`config.mk`:
```
export PLATFORM = sky130hd
export DESIGN_NAME = memory_stage
export DESIGN_NICKNAME = d
export VERILOG_FILES = /design/src/rtl/memory_stage.sv
export SDC_FILE = /design/constraint.sdc
export NUM_CORES = 1
export LEC_CHECK = 0
export ABC_AREA = 1
export CAP_MARGIN = 20
export CORE_AREA = 2 2 124 126
export CTS_CLUSTER_SIZE = 30
export DETAILED_ROUTE_END_ITERATION = 6
export DIE_AREA = 0 0 126 128
export PLACE_DENSITY = 0.82
export SYNTH_ARGS = -nofsm -noshare
export SYNTH_HDL_FRONTEND = slang
export SYNTH_SLANG_ARGS = --single-unit
```
`constraint.sdc`:
```
create_clock -name clk -period 4.3 [get_ports clk]
set_input_delay 0.43 -clock clk [delete_from_list [all_inputs] [get_ports clk]]
set_output_delay 0.43 -clock clk [all_outputs]
set_load 0.1 [all_outputs]
```
`src/rtl/memory_stage.sv`:
```
// MEM pipeline stage: req/ack data-memory access, front-of-pipe stall and the M->W register.
// Optional access timeout with sticky error flag is enabled by defining MEM_TIMEOUT_EN.
module memory_stage #(
    parameter int D_WIDTH = 32,
    parameter int A_WIDTH = 5
`ifdef MEM_TIMEOUT_EN
    ,
    parameter int TIMEOUT_CYCLES = 255
`endif
) (
    input  logic               clk,
    input  logic               rst,
    input  logic               RegWriteM,
    input  logic [1:0]         ResultSrcM,
    input  logic               MemWriteM,
    input  logic               ATypeM,
    input  logic [D_WIDTH-1:0] ALUResultM,
    input  logic [D_WIDTH-1:0] WriteDataM,
    input  logic [A_WIDTH-1:0] RdM,
    input  logic [D_WIDTH-1:0] PCPlus4M,
    input  logic [31:0]        mem_rdata,
    input  logic               mem_ack,
    output logic               mem_req,
    output logic               mem_we,
    output logic [D_WIDTH-1:0] mem_addr,
    output logic [31:0]        mem_wdata,
    output logic [3:0]         mem_be,
    output logic               StallM,
    output logic               mem_err,
    output logic               RegWriteW,
    output logic [1:0]         ResultSrcW,
    output logic [D_WIDTH-1:0] ALUResultW,
    output logic [D_WIDTH-1:0] ReadDataW,
    output logic [A_WIDTH-1:0] RdW,
    output logic [D_WIDTH-1:0] PCPlus4W
);

    typedef enum logic [0:0] {
        S_IDLE = 1'b0,
        S_WAIT = 1'b1
    } state_e;

    state_e state_q, state_d;

    logic               access_s;
    logic               timeout_s;
    logic               mem_req_s;
    logic               stall_s;
    logic [1:0]         byte_sel_s;
    logic [7:0]         rbyte_s;
    logic [D_WIDTH-1:0] read_data_s;

    logic               reg_write_q, reg_write_d;
    logic [1:0]         result_src_q, result_src_d;
    logic [D_WIDTH-1:0] alu_result_q, alu_result_d;
    logic [D_WIDTH-1:0] read_data_q, read_data_d;
    logic [A_WIDTH-1:0] rd_q, rd_d;
    logic [D_WIDTH-1:0] pc_plus4_q, pc_plus4_d;

    // A store with a load encoding is still just a store.
    assign access_s   = MemWriteM | (ResultSrcM == 2'b01);
    assign byte_sel_s = ALUResultM[1:0];

`ifdef MEM_TIMEOUT_EN
    localparam int CNT_W = ($clog2(TIMEOUT_CYCLES + 1) > 8) ? $clog2(TIMEOUT_CYCLES + 1) : 8;

    logic [CNT_W-1:0] wait_cnt_q, wait_cnt_d;
    logic             mem_err_q, mem_err_d;

    // Wait-cycle counter and sticky error next-state.
    always_comb begin
        wait_cnt_d = wait_cnt_q;
        mem_err_d  = mem_err_q | timeout_s;
        if (state_q == S_IDLE) begin
            wait_cnt_d = '0;
        end else if (wait_cnt_q != {CNT_W{1'b1}}) begin
            wait_cnt_d = wait_cnt_q + CNT_W'(1);
        end else begin
            wait_cnt_d = wait_cnt_q;
        end
    end

    // Timeout counter and error flag registers.
    always_ff @(posedge clk or posedge rst) begin
        if (rst) begin
            wait_cnt_q <= '0;
            mem_err_q  <= 1'b0;
        end else begin
            wait_cnt_q <= wait_cnt_d;
            mem_err_q  <= mem_err_d;
        end
    end

    assign timeout_s = (state_q == S_WAIT) & ~mem_ack &
                       ((32'(wait_cnt_q) + 32'd1) >= 32'(TIMEOUT_CYCLES));
    assign mem_err   = mem_err_q;
`else
    assign timeout_s = 1'b0;
    assign mem_err   = 1'b0;
`endif

    // FSM state register.
    always_ff @(posedge clk or posedge rst) begin
        if (rst) begin
            state_q <= S_IDLE;
        end else begin
            state_q <= state_d;
        end
    end

    // FSM next-state logic.
    always_comb begin
        state_d = state_q;
        case (state_q)
            S_IDLE: begin
                if (access_s && !mem_ack) begin
                    state_d = S_WAIT;
                end else begin
                    state_d = S_IDLE;
                end
            end
            S_WAIT: begin
                if (mem_ack || timeout_s) begin
                    state_d = S_IDLE;
                end else begin
                    state_d = S_WAIT;
                end
            end
            default: state_d = S_IDLE;
        endcase
    end

    // FSM outputs: request and stall.
    always_comb begin
        mem_req_s = 1'b0;
        stall_s   = 1'b0;
        case (state_q)
            S_IDLE: begin
                mem_req_s = access_s;
                stall_s   = access_s & ~mem_ack;
            end
            S_WAIT: begin
                mem_req_s = 1'b1;
                stall_s   = ~mem_ack & ~timeout_s;
            end
            default: begin
                mem_req_s = 1'b0;
                stall_s   = 1'b0;
            end
        endcase
    end

    // Reset must drop the request at once, even if upstream still presents an access.
    assign mem_req  = mem_req_s & ~rst;
    assign mem_we   = MemWriteM;
    assign mem_addr = {ALUResultM[D_WIDTH-1:2], 2'b00};
    assign StallM   = stall_s;

    // Byte lanes and load data formatting.
    always_comb begin
        mem_be    = 4'hF;
        mem_wdata = WriteDataM[31:0];
        rbyte_s   = mem_rdata[7:0];
        case (byte_sel_s)
            2'd0:    rbyte_s = mem_rdata[7:0];
            2'd1:    rbyte_s = mem_rdata[15:8];
            2'd2:    rbyte_s = mem_rdata[23:16];
            2'd3:    rbyte_s = mem_rdata[31:24];
            default: rbyte_s = mem_rdata[7:0];
        endcase
        if (ATypeM) begin
            mem_be    = 4'b0001 << byte_sel_s;
            mem_wdata = {4{WriteDataM[7:0]}};
        end else begin
            mem_be    = 4'hF;
            mem_wdata = WriteDataM[31:0];
        end
        if (timeout_s) begin
            read_data_s = D_WIDTH'(32'hDEADBEEF);
        end else if (ATypeM) begin
            read_data_s = D_WIDTH'({24'h000000, rbyte_s});
        end else begin
            read_data_s = D_WIDTH'(mem_rdata);
        end
    end

    // M->W next-state: capture on progress, bubble while stalled.
    always_comb begin
        reg_write_d  = reg_write_q;
        result_src_d = result_src_q;
        alu_result_d = alu_result_q;
        read_data_d  = read_data_q;
        rd_d         = rd_q;
        pc_plus4_d   = pc_plus4_q;
        if (stall_s) begin
            reg_write_d = 1'b0;
        end else begin
            reg_write_d  = RegWriteM;
            result_src_d = ResultSrcM;
            alu_result_d = ALUResultM;
            read_data_d  = read_data_s;
            rd_d         = RdM;
            pc_plus4_d   = PCPlus4M;
        end
    end

    // M->W pipeline register.
    always_ff @(posedge clk or posedge rst) begin
        if (rst) begin
            reg_write_q  <= 1'b0;
            result_src_q <= 2'b00;
            alu_result_q <= '0;
            read_data_q  <= '0;
            rd_q         <= '0;
            pc_plus4_q   <= '0;
        end else begin
            reg_write_q  <= reg_write_d;
            result_src_q <= result_src_d;
            alu_result_q <= alu_result_d;
            read_data_q  <= read_data_d;
            rd_q         <= rd_d;
            pc_plus4_q   <= pc_plus4_d;
        end
    end

    assign RegWriteW  = reg_write_q;
    assign ResultSrcW = result_src_q;
    assign ALUResultW = alu_result_q;
    assign ReadDataW  = read_data_q;
    assign RdW        = rd_q;
    assign PCPlus4W   = pc_plus4_q;

endmodule

```
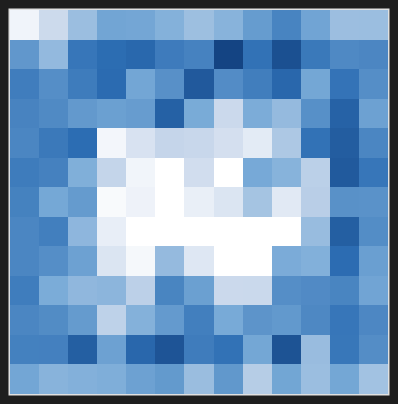
(run_1/cell_density.png)
(3 px per um) The die is cut into 13 by 13 equal tiles; white is low, dark blue is high, 0 to 100% covered.
nearly empty tiles: 6.5%
mean over tiles: 49%
fullest tile: 92%
emptiest ninth of the die: middle
starting utilization of the core area: 33.8%
Final Util: 54.9%
placeable core region: 0.0149 mm^2

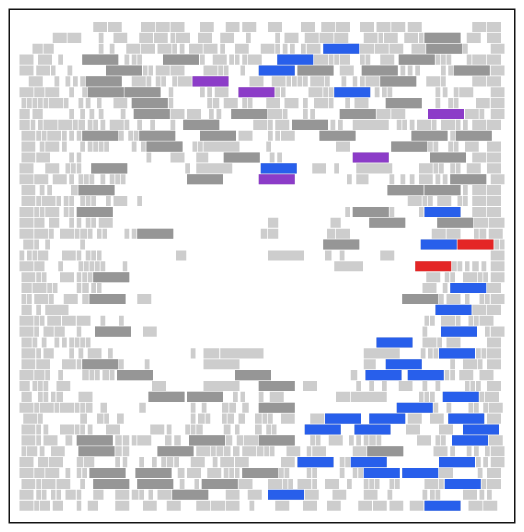
(run_1/flops_by_reg.png)
(4 px per um) Other sequential cells in the stronger gray, the rest of the logic in the fainter gray.
legend:
  blue:
    signal: `PCPlus4W`
    flops: 32
  purple:
    signal: `RdW`
    flops: 5
    where: top middle
  red:
    signal: `ResultSrcW`
    flops: 2
not colored: 66
seq pwr: 1.14 mW
Register Area: 0.00263 mm^2
Seq area share: 32.2%

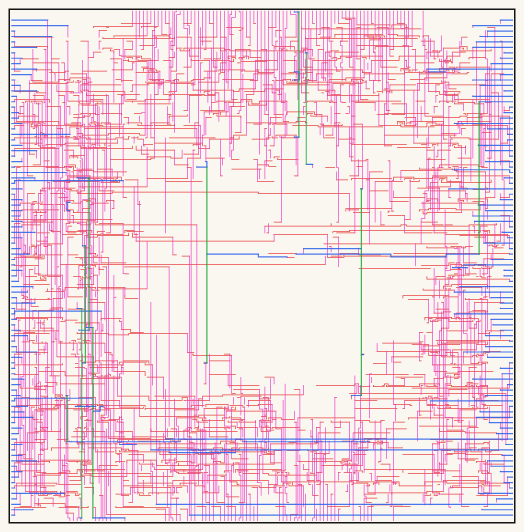
(run_1/wires.png)
(4 px per um)
legend:
  blue:
    layer: metal 3
    wire_length: 1400 um
  magenta:
    layer: metal 2
    wire_length: 8570 um
  red:
    layer: metal 1
    wire_length: 6390 um
  green:
    layer: metal 4
    wire_length: 377 um
WL/cell: 15.1 um
WL final: 16700 um
routed vias: 4966
overall track demand over capacity in global routing: 20.3%

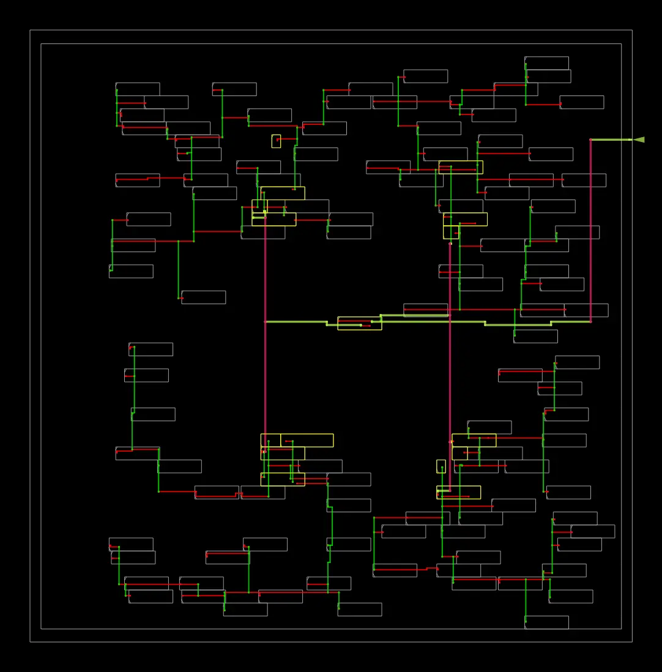
(run_1/clocks.png)
latest clock arrival within the worst-skew pair: 0.34 ns
clkbuf count: 9

==> Changelog: implementation, run 1 <==
### Metrics

- Post-DP Area: between 0.007 and 0.008 mm^2
- Hold_buf cts: 0
- Clock Tree Buf Depth: 2
- Synth top cells by count: sky130_fd_sc_hd__nand2_1, sky130_fd_sc_hd__dfrtp_1, sky130_fd_sc_hd__buf_4, sky130_fd_sc_hd__nand3_1, sky130_fd_sc_hd__inv_1
- Shortest clock period the worst path allows after layout: about 2.9 ns
- Clock skew: 0.00774 ns
- MUX share of area: 0%
- DR WL met2: between 8000 and 9000 um
- Worst slew margin: 23.8%
- Total clock network power: around 0.84 mW
- Proportion of layout cells with a drive suffix above 1: approximately 6.3%
- Wire length of the first global-routing pass: roughly 26000 um
- Gp weighted congestion: 0.853
- Max Clk Rate: ~0.35 GHz
- H-Tree Depth: 3
- Global Route met2 Usage: ~37%
- Max capacitance violation total: 0
- Worst reg-to-reg path cell count: 6
- Tool Warnings: 28
- Layer carrying the most global-route usage: met2
- Post-synthesis simple-gate area fraction: between 30% and 40%
- Synth top area cells: sky130_fd_sc_hd__dfrtp_1, sky130_fd_sc_hd__nand2_1, sky130_fd_sc_hd__buf_4
- Placement row count: 45
- Main power-consuming group: combinational logic
- Total met3 wirelength after detailed routing: approximately 1400 um
- Number of buffers added on ports: between 300 and 400
- Slew @ Worst Pin: 1.14 ns
- Global routing usage on met1: 23.0%
- Pwr per Cell Area: approximately 460 mW/mm^2
- Total clock buffers created by CTS: 9
- Count of boundary I/O pins: around 320
- Period utilization: 66.5%
- Switch Pwr: about 1.8 mW
- Number of antenna repair diodes: 0
- Worst endpoint required time: just under 4 ns
- DRC violations left: 0
- Met3 Resource Use GR: 5.68%
- Wire length on met1: between 6000 and 7000 um
- Number of flops mapped to enable cells by yosys: 0
- Area fraction in compound gates after synthesis: less than 1%
- Proportion of register bits with asynchronous set or reset after synthesis: 100%
- Mapped Avg Cell Area: ~7.7 um^2
- P_int: ~2 mW
- Chip Height: ~130 um
- Status: complete, no violations
- Synth-to-layout area growth: 62.3%
- Placed instance count: 1092
- RSZ-0062 raised after global routing: false
- Final non-filler cell area: about 0.0082 mm^2
- Number of vias per cell after detailed routing: 4.48
- CP Max Fanout: 32
- CTS-repair resized insts: 0
- Clock tree from TritonCTS: yes
- Post-CTS Setup Bufs: 0
- Prevailing post-synth register cell: sky130_fd_sc_hd__dfrtp_1
- Fraction of power spent switching nets: around 48%
- Area of the mapped netlist: slightly above 0.005 mm^2
- Final slew viol count: 0
- Cell Count, Final, Fillers Out: around 1100
- Clock network fraction of design power: 22.4%
- Portion of the post-synthesis area used by sequential elements: 52.3%
- Path type of the worst min-delay path: in -> async
- Pin count of the biggest net entering global routing: approximately 110
- Area fraction in full adders, half adders and majority gates: 0%
- Synth unique cells: 15
- Most popular library cell in the synthesized design by count: sky130_fd_sc_hd__nand2_1
- Final hold viol count: 0
- Cell count after synthesis: about 660
- Number of search-and-repair iterations in the first detailed-routing pass: 4
- Total of fill cells in the finished design: 1384
- Number of antenna violations at the first check in global routing: 0
- Power attributed to combinational cells: 1.75 mW
- Class of the most critical setup path: in -> out
- Startpoint of the most critical setup path: ATypeM
- Post-DP HPWL: 13000 um
- Worst setup SP type: primary input
- Cell taking the most area after synthesis: sky130_fd_sc_hd__dfrtp_1
- Number of antenna-violating nets in the routed design: 0
- Net total in the final layout: 1056
- Clock-pin slew of the registers on the worst-case setup and hold paths: about 0.07 ns
- Total of warnings raised by yosys: 0
- Highest metal layer with signal wires: met4
- Sequential share of power: 30.7%
- Die Span X: around 130 um
- Synthesized chip area reported by yosys: between 0.005 and 0.006 mm^2
- Final setup fails: 0
- Sum of overflow across all layers after global routing: 0
- Die Area: around 0.016 mm^2
- Via count of the first global-routing pass: 4814
- Type of element capturing the critical path: output pin
- Starting DRC count in detailed routing: between 200 and 300
- Static leakage power: roughly 4.2 nW
- XOR/XNOR Fraction of Synth Area: 0%
- Root cell of the clock tree: sky130_fd_sc_hd__clkbuf_16
- Startpoint of the most critical register-to-register path: state_q
- Total negative slack for setup checks: 0 ns
- Number of cells in the yosys synthesis report: 657
- Dominant comb cell: simple AND/OR/NAND/NOR gates
- Portion of total power attributed to combinational logic: between 40 and 50%
- Arrival time at the worst endpoint: 2.43 ns
- Sinks on the clock net: 105
- Largest type area fraction: between 50% and 60%
- Registers, synthesis: around 110
- Worst IR Drop VDD: 0.191 mV
-- run 1: final cells by class --
type | instances | area, um^2 | share of cell area (%)
timing repair buffer | 318 | 3110 | 38.1
clock inverter | 7 | 77.6 | 0.951
clock buffer | 9 | 225 | 2.76
inverter | 40 | 154 | 1.89
multi-input combinational | 441 | 1730 | 21.2
tap | 188 | 235 | 2.88
sequential | 105 | 2630 | 32.2
-- run 1: final timing paths --
check	endpoint	slack, ns
setup / recovery	mem_wdata[11]	1.44
hold / removal	ALUResultW[1]	0.37
setup reg to reg	ReadDataW[30]	2.29
hold reg to reg	ALUResultW[27]	0.47
max in group asynchronous	ReadDataW[25]	3.22
min in group clk	ALUResultW[27]	0.47
-- run 1: layout by cell type (no fill, tap or decap), drive strengths merged --
cell / n
clkinv: 4
buf: 35
nand2: 374
o21ai: 5
inv: 42
clkbuf: 9
nor2: 18
bufinv: 1
nand3: 40
a21oi: 1
conb: 3
clkdlybuf4s50: 283
dfrtp: 105
-- run 1: metrics by stage --
stage / power (mW) / setup WS [ns] / hold slack (ns) / utilization [%]
5_1_grt: 3.87 / 1.29 / 0.360 / 54.9
2_1_floorplan: 2.45 / 1.11 / 0.536 / -
3_3_place_gp: 2.90 / 1.45 / 0.452 / 52.9
3_5_place_dp: 2.92 / 1.42 / 0.457 / 52.9
6_report: 3.72 / 1.44 / 0.366 / 54.9
4_1_cts: 3.76 / 1.41 / 0.350 / 54.9
-- run 1: critical path: stages --
cell and delay (ns):
sky130_fd_sc_hd__clkdlybuf4s50_1 0.66, sky130_fd_sc_hd__inv_1 0.81, sky130_fd_sc_hd__nand2_1 0.13, sky130_fd_sc_hd__nand2_1 0.10, sky130_fd_sc_hd__buf_4 0.29
==> run 2: changes to the inputs <==
==> constraint.sdc (replaced) <==
create_clock -name clk -period 2.8 [get_ports clk]
set_input_delay 0.28 -clock clk [delete_from_list [all_inputs] [get_ports clk]]
set_output_delay 0.28 -clock clk [all_outputs]
set_load 0.1 [all_outputs]
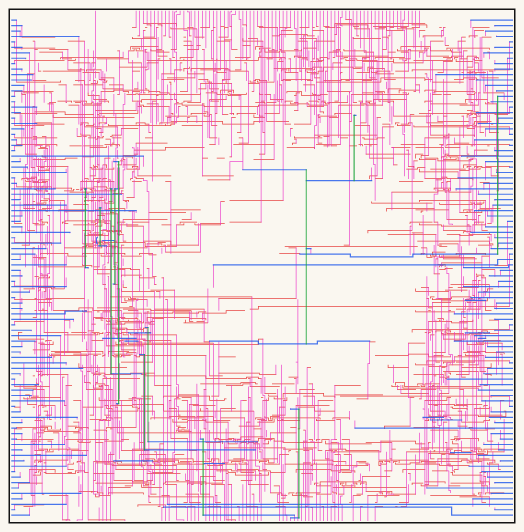
(run_2/wires.png)
(4 px per um)
legend:
  magenta:
    layer: metal 2
    wire_length: 8530 um
  red:
    layer: metal 1
    wire_length: 6030 um
  green:
    layer: metal 4
    wire_length: 358 um
  blue:
    layer: metal 3
    wire_length: 1720 um
routed vias: 4980
WL final: 16600 um
WL/cell: 15.0 um
overall track demand over capacity in global routing: 20.3%

==> Changelog: implementation, run 2 <==
### Metrics

- Clock tree from TritonCTS: yes
- Registers, synthesis: 105 (unchanged)
- Total of warnings raised by yosys: 0 (unchanged)
- Synth-to-layout area growth: 62.9%
- Gp weighted congestion: 0.806 (-5.6%)
- Count of boundary I/O pins: 317 (unchanged)
- Worst reg-to-reg path cell count: 7 (+1)
- Startpoint of the most critical register-to-register path: state_q
- Placeable core region: 0.0149 mm^2 (unchanged)
- CP Max Fanout: 13 (-59%)
- Starting DRC count in detailed routing: 194 (-31%)
- Number of buffers added on ports: 313 (unchanged)
- Type of element capturing the critical path: output pin
- Clock Tree Buf Depth: 2 (unchanged)
- Number of antenna repair diodes: 0 (unchanged)
- Path type of the worst min-delay path: in -> async
- Wire length of the first global-routing pass: 25800 um (+0.70%)
- Largest type area fraction: 52.3% (unchanged)
- Reg-to-reg endpoint: ALUResultW[1]
- Prevailing post-synth register cell: sky130_fd_sc_hd__dfrtp_1
- Placed instance count: 1096 (+0.37%)
- Mapped Avg Cell Area: 7.65 um^2 (unchanged)
- Layer carrying the most global-route usage: met2
- Final hold viol count: 0 (unchanged)
- Die Span X: 126 um (unchanged)
- Static leakage power: 4.44 nW (+6.9%)
- Number of vias per cell after detailed routing: 4.48 (about the same)
- Sum of overflow across all layers after global routing: 0 (unchanged)
- Cell count after synthesis: 657 (unchanged)
- Synthesized chip area reported by yosys: 0.00503 mm^2 (unchanged)
- Pin count of the biggest net entering global routing: 101 (-3.8%)
- Cells traversed along the worst timing path: clkdlybuf4s50_1 -> inv_2 -> o21ai_1 -> buf_12
- Max Clk Rate: roughly 0.48 GHz
- Most common logic cell in the routed design: sky130_fd_sc_hd__nand2_1
- Startpoint of the most critical setup path: ALUResultM[1]
- DRC violations left: 0 (unchanged)
- Period utilization: 74.2%
- Root cell of the clock tree: sky130_fd_sc_hd__clkbuf_16
- Placement row count: 45 (unchanged)
- Clock-pin slew of the registers on the worst-case setup and hold paths: 0.07 ns (about the same)
- Synth top area cells: sky130_fd_sc_hd__dfrtp_1, sky130_fd_sc_hd__nand2_1, sky130_fd_sc_hd__buf_4
- Worst IR Drop VDD: 0.264 mV (+38%)
- Hold_buf cts: 0 (unchanged)
- Total of fill cells in the finished design: 1351 (-2.4%)
- Total negative slack for setup checks: 0 ns (unchanged)
- Slew @ Worst Pin: 0.597 ns (-0.543 ns)
- Net total in the final layout: 1060 (+0.38%)
- Number of cells in the yosys synthesis report: 657 (unchanged)
- Post-DP HPWL: 13100 um (+0.31%)
- Register-to-register path setup slack: 1.34 ns (-0.95 ns)
- Met3 Resource Use GR: 7.76% (+2.1 points)
- Total power draw: 5.65 mW (+52%)
- Proportion of layout cells with a drive suffix above 1: 22.1% (+16 points)
- Class of the most critical setup path: in -> out
- Number of buffers and inverters on the critical path: 3 (unchanged)
- Cell Count, Final, Fillers Out: 1112 (+0.36%)
- Starting utilization of the core area: 33.8% (unchanged)
- Pwr per Cell Area: 690 mW/mm^2 (+51%)
- CP max-delay cell: sky130_fd_sc_hd__clkdlybuf4s50_1
- Final setup fails: 0 (unchanged)
- Global Route met2 Usage: 36.7% (+0.063 points)
- Tool Warnings: 28 (unchanged)
- Latest clock arrival within the worst-skew pair: 0.34 ns (about the same)
- Final Util: 55.1% (+0.20 points)
- Chip Height: 128 um (unchanged)
- Via count of the first global-routing pass: 4930 (+2.4%)
- Status: complete, no violations
- Cell family contributing the most delay on the critical path: buffers and inverters
- Number of search-and-repair iterations in the first detailed-routing pass: 4 (unchanged)
- Global routing usage on met1: 22.1% (-0.84 points)
- Final slew viol count: 0 (unchanged)
- Arrival time at the worst endpoint: 1.80 ns (-0.63 ns)
- RSZ-0062 raised after global routing: false
- Post-CTS Setup Bufs: 0 (unchanged)
- Shortest clock period the worst path allows after layout: around 2.1 ns
- H-Tree Depth: 3 (unchanged)
- Number of flops mapped to enable cells by yosys: 0 (unchanged)
- Number of antenna violations at the first check in global routing: 0 (unchanged)
- Max capacitance violation total: 0 (unchanged)
- Number of antenna-violating nets in the routed design: 0 (unchanged)
- Area of the mapped netlist: 0.00503 mm^2 (unchanged)
- Worst setup SP type: primary input
- Proportion of register bits with asynchronous set or reset after synthesis: 100% (unchanged)
- Portion of the post-synthesis area used by sequential elements: 52.3% (unchanged)
- Worst slew margin: 60.1% (+36 points)
- Most popular library cell in the synthesized design by count: sky130_fd_sc_hd__nand2_1
- Worst endpoint required time: 2.52 ns (-1.35 ns)
- Synth top cells by count: sky130_fd_sc_hd__nand2_1, sky130_fd_sc_hd__dfrtp_1, sky130_fd_sc_hd__buf_4, sky130_fd_sc_hd__nand3_1, sky130_fd_sc_hd__inv_1
- CTS-repair resized insts: 0 (unchanged)
- Max stage delay on crit path: 0.85 ns (+0.04 ns)
- Commonest cells after routing, fill and taps aside: sky130_fd_sc_hd__nand2_1, sky130_fd_sc_hd__buf_4, sky130_fd_sc_hd__clkdlybuf4s50_1
- Die Area: 0.0161 mm^2 (unchanged)
- Clock skew: 0.0104 ns (+0.00263 ns)
- Cell taking the most area after synthesis: sky130_fd_sc_hd__dfrtp_1
- Synth unique cells: 15 (unchanged)
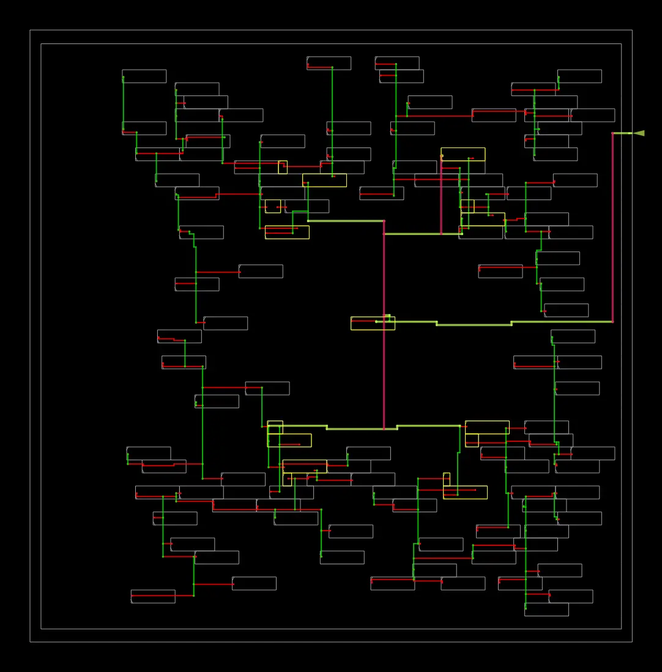
(run_2/clocks.png)
clkbuf count: 10
sinks on the clock net: 105
total clock buffers created by CTS: 9

[run 2: cell counts after synthesis]
Identical to the previous run, type by type.
[run 2: per-layer routing]
metal	share of wire (%)	up-vias
li1	-	2457
met1	36	2259
met2	51	238
met3	10	26
met4	2.1	0
met5	0	-
[run 2: where the power goes]
part,internal (mW),leakage [nW],switching [mW],total (mW)
Combinational,0.641,3.02,2.08,2.72
Clock,0.607,0.129,0.562,1.17
Sequential,1.67,1.29,0.0891,1.76
[run 2: cells by family (layout without fill, tap and decap cells)]
kind of cell / after synthesis / in the layout / synth area share [%]
flops: 105 / 105 / 52.3
other cells: 1 / 3 / 0.0746
compound gates: 6 / 6 / 0.822
buf+inv: 113 / 378 / 13.5
simple gates: 432 / 432 / 33.3
[run 2: worst max path at each step]
stage                 to  slack, ns  depth (start not counted)
2_1_floorplan    mem_req       0.69                          2
3_3_place_gp   mem_be[0]       0.75                          3
3_5_place_dp   mem_be[2]       0.72                          4
4_1_cts        mem_be[2]       0.72                          4
5_1_grt        mem_be[3]       0.63                          4
6_report       mem_be[2]       0.72                          4
[run 2: layout make-up]
| cell class | count | area, um^2 | area share, % |
|---|---|---|---|
| flip-flops and latches | 105 | 2630 | 32.1 |
| inverters | 40 | 155 | 1.89 |
| multi-input cells | 441 | 1730 | 21.1 |
| clock buffers | 10 | 229 | 2.80 |
| well taps | 188 | 235 | 2.87 |
| clock inverters | 6 | 42.5 | 0.519 |
| repair buffers | 322 | 3170 | 38.7 |
[run 2: through the flow]
stage | setup slack [ns] | instance area (um^2) | hold WS [ns]
after detailed placement | 0.722 | 7920 | 0.459
final | 0.722 | 8190 | 0.330
after floorplan | 0.690 | 5040 | 0.386
after global routing | 0.629 | 8190 | 0.381
after global placement | 0.746 | 7920 | 0.454
after CTS | 0.719 | 8190 | 0.335
==> run 3: changes to the inputs <==
--- a/config.mk
+++ b/config.mk
@@ -7,11 +7,11 @@
 export LEC_CHECK = 0
 export ABC_AREA = 1
 export CAP_MARGIN = 20
-export CORE_AREA = 2 2 124 126
+export CORE_MARGIN = 2
+export CORE_UTILIZATION = 34
 export CTS_CLUSTER_SIZE = 30
 export DETAILED_ROUTE_END_ITERATION = 6
-export DIE_AREA = 0 0 126 128
-export PLACE_DENSITY = 0.82
+export PLACE_DENSITY = 0.84
 export SYNTH_ARGS = -nofsm -noshare
 export SYNTH_HDL_FRONTEND = slang
 export SYNTH_SLANG_ARGS = --single-unit
==> constraint.sdc (replaced) <==
create_clock -name clk -period 1.7 [get_ports clk]
set_input_delay 0.17 -clock clk [delete_from_list [all_inputs] [get_ports clk]]
set_output_delay 0.17 -clock clk [all_outputs]
set_load 0.1 [all_outputs]
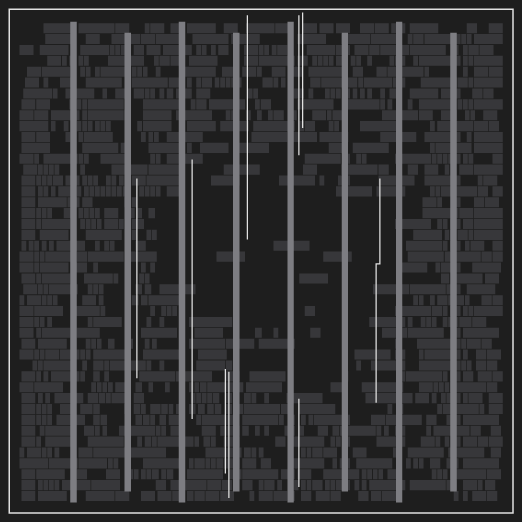
(run_3/layer_met4.png)
(4 px per um) Supply wires on this layer in gray.
longest straight run: 64.6 um
share of all routed wire: 2.2%
wire length on this layer: 369 um
nets with wire on the layer: 8
WL final: 17200 um
routed vias: 5031

==> Changelog: implementation, run 3 <==
### Metrics

- Status: complete, no violations
- Wire length on met1: 6370 um (+5.7%)
- Number of buffers added on ports: 313 (unchanged)
- Worst slack at placement: -0.0319 ns (-0.754 ns)
- Total power draw: 9.76 mW (+73%)
- Proportion of register bits with asynchronous set or reset after synthesis: 100% (unchanged)
- Final hold viol count: 0 (unchanged)
- Period utilization: between 90% and 100%
- Cell taking the most area after synthesis: sky130_fd_sc_hd__dfrtp_1
- Placement row count: 44 (-2.2%)
- WL/cell: 15.3 um (+2.6%)
- Sinks on the clock net: 105 (unchanged)
- Synth unique cells: 15 (unchanged)
- Worst endpoint required time: 1.53 ns (-0.99 ns)
- Worst IR Drop VDD: 0.504 mV (+90%)
- RSZ-0062 raised after global routing: false
- Number of antenna repair diodes: 0 (unchanged)
- Clock-pin slew of the registers on the worst-case setup and hold paths: 0.07 ns (about the same)
- Final setup fails: 0 (unchanged)
- Most popular library cell in the synthesized design by count: sky130_fd_sc_hd__nand2_1
- Overall track demand over capacity in global routing: 21.7% (+1.4 points)
- Pwr per Cell Area: 1080 mW/mm^2 (+56%)
- Startpoint of the most critical setup path: ATypeM
- Worst setup SP type: primary input
- Registers, synthesis: 105 (unchanged)
- Via count of the first global-routing pass: 5120 (+3.9%)
- Proportion of layout cells with a drive suffix above 1: 23.0% (+0.94 points)
- Cell family contributing the most delay on the critical path: buffers and inverters
- Starting utilization of the core area: 34.7% (+0.90 points)
- Number of antenna-violating nets in the routed design: 0 (unchanged)
- H-Tree Depth: 3 (unchanged)
- Class of the most critical setup path: in -> out
- Total clock buffers created by CTS: 9 (unchanged)
- Cell Count, Final, Fillers Out: 1118 (+0.54%)
- Post-CTS Setup Bufs: 0 (unchanged)
- Root cell of the clock tree: sky130_fd_sc_hd__clkbuf_16
- Cells traversed along the worst timing path: clkdlybuf4s50_1 -> inv_1 -> buf_12 -> nand2_1 -> nand2_1 -> buf_12
- Die Span X: 126 um (-0.33%)
- Clock tree from TritonCTS: yes
- Static leakage power: 4.77 nW (+7.5%)
- Number of cells in the yosys synthesis report: 657 (unchanged)
- Pin count of the biggest net entering global routing: 55 (-46%)
- Startpoint of the most critical register-to-register path: state_q
- Sum of overflow across all layers after global routing: 0 (unchanged)
- Shortest clock period the worst path allows after layout: 1.63 ns
- Arrival time at the worst endpoint: 1.46 ns (-0.34 ns)
- Total of warnings raised by yosys: 0 (unchanged)
- Synth top cells by count: sky130_fd_sc_hd__nand2_1, sky130_fd_sc_hd__dfrtp_1, sky130_fd_sc_hd__buf_4, sky130_fd_sc_hd__nand3_1, sky130_fd_sc_hd__inv_1
- Number of flops mapped to enable cells by yosys: 0 (unchanged)
- Tool Warnings: 26 (-7.1%)
- Number of buffers and inverters on the critical path: 4 (+1)
- Number of antenna violations at the first check in global routing: 0 (unchanged)
- CP max-delay cell: sky130_fd_sc_hd__clkdlybuf4s50_1
- Chip Height: 126 um (-1.9%)
- Total negative slack for setup checks: 0 ns (unchanged)
- CP Max Fanout: 42 (+29)
- Highest metal layer with signal wires: met4
- DRC violations left: 0 (unchanged)
- Portion of the post-synthesis area used by sequential elements: 52.3% (unchanged)
- Worst-case hold slack: 0.216 ns (-0.114 ns)
- Max stage delay on crit path: 0.48 ns (-0.37 ns)
- Synth top area cells: sky130_fd_sc_hd__dfrtp_1, sky130_fd_sc_hd__nand2_1, sky130_fd_sc_hd__buf_4
- Mapped Avg Cell Area: 7.65 um^2 (unchanged)
- Synthesized chip area reported by yosys: 0.00503 mm^2 (unchanged)
- Count of boundary I/O pins: 317 (unchanged)
- Placeable core region: 0.0145 mm^2 (-2.6%)
- Largest type area fraction: 52.3% (unchanged)
- Prevailing post-synth register cell: sky130_fd_sc_hd__dfrtp_1
- Synth-to-layout area growth: 80.0%
- Final slew viol count: 0 (unchanged)
- Placed instance count: 1102 (+0.55%)
- Number of search-and-repair iterations in the first detailed-routing pass: 4 (unchanged)
- Number of vias per cell after detailed routing: 4.50 (+0.48%)
- Post-layout worst setup margin: 0.0739 ns (-0.648 ns)
- Gp weighted congestion: 0.816 (+1.3%)
- Path type of the worst min-delay path: in -> async
- DR WL met2: 8950 um (+4.9%)
- Final non-filler cell area: 0.00905 mm^2 (+10%)
- Post-DP HPWL: 13600 um (+3.9%)
- Cell count after synthesis: 657 (unchanged)
- Most common logic cell in the routed design: sky130_fd_sc_hd__nand2_1
- Starting DRC count in detailed routing: 251 (+29%)
- Die Area: 0.0158 mm^2 (-2.2%)
- Commonest cells after routing, fill and taps aside: sky130_fd_sc_hd__nand2_1, sky130_fd_sc_hd__clkdlybuf4s50_1, sky130_fd_sc_hd__dfrtp_1
- Final Util: 62.5% (+7.4 points)
- Clock Tree Buf Depth: 2 (unchanged)
- Latest clock arrival within the worst-skew pair: 0.34 ns (about the same)
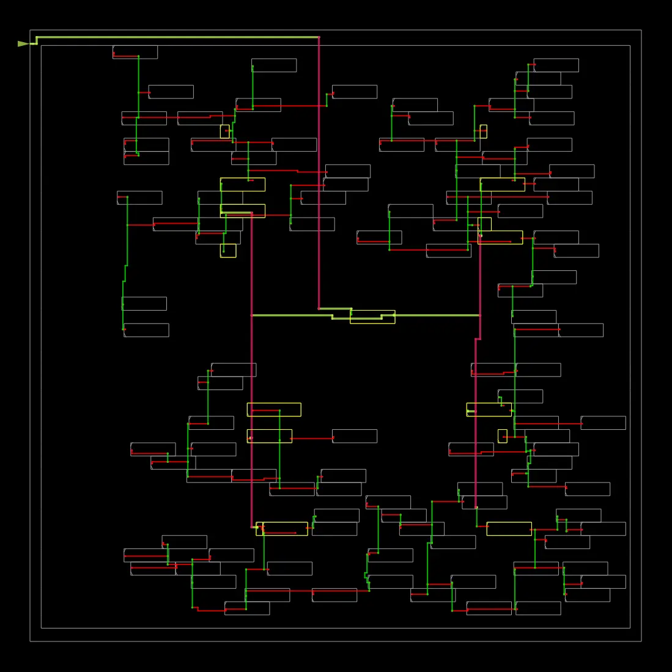
(run_3/clocks.png)
clkbuf count: 11
flip-flops: 105
clock skew: 0.00758 ns
total clock network power: 2.03 mW

run 3: netlist changes by cell type in the layout (fill, tap and decap cells not counted), sizes merged:
cell           delta
bufinv            +1
clkinvlp          -1
inv               -1
clkbuf            +1
clkdlybuf4s50     -1
dlygate4sd2       +1
buf              +10
run 3: what timing repair did:
action	in CTS	in global routing
hold buffers	0	0
endpoints found under the hold margin	0	0
setup endpoints to repair	1	1
resized	1	1
run 3: logic make-up (layout without fill, tap and decap cells):
family	Yosys count	in the layout	share of synthesized area (%)
simple gates	432	432	33.3
compound gates	6	6	0.822
other cells	1	3	0.0746
buf+inv	113	388	13.5
flops	105	105	52.3
run 3: final cells by class:
| class | instances | area, um^2 |
|---|---|---|
| fillers | 1187 | 5430 |
| repair buffers | 332 | 4010 |
| flip-flops and latches | 105 | 2630 |
| multi-input cells | 441 | 1740 |
| clock buffers | 11 | 233 |
| well taps | 184 | 230 |
| inverters | 40 | 156 |
| clock inverters | 5 | 56.3 |
run 3: power by group:
| part | switching (mW) | internal (mW) |
|---|---|---|
| logic | 3.47 | 1.33 |
| clock network | 0.893 | 1.14 |
| registers | 0.172 | 2.75 |
| total | 4.54 | 5.22 |
run 3: worst paths after layout:
path	cells after the start	slack [ns]	end
min	2	0.22	PCPlus4W[11]
max reg2reg	7	0.36	ReadDataW[15]
max	6	0.07	mem_wdata[21]
max in group asynchronous	3	0.94	ReadDataW[2]
min in group clk	3	0.37	PCPlus4W[24]
min reg2reg	2	0.47	PCPlus4W[22]
run 3: routing by layer:
metal / vias up / GRT usage [%]
met4: 0 / 7.45
met1: 2300 / 24.0
li1: 2470 / -
met5: - / 0
met2: 239 / 40.0
met3: 22 / 5.78
Power figures rest on the tool's default switching activity, not on a simulated workload.
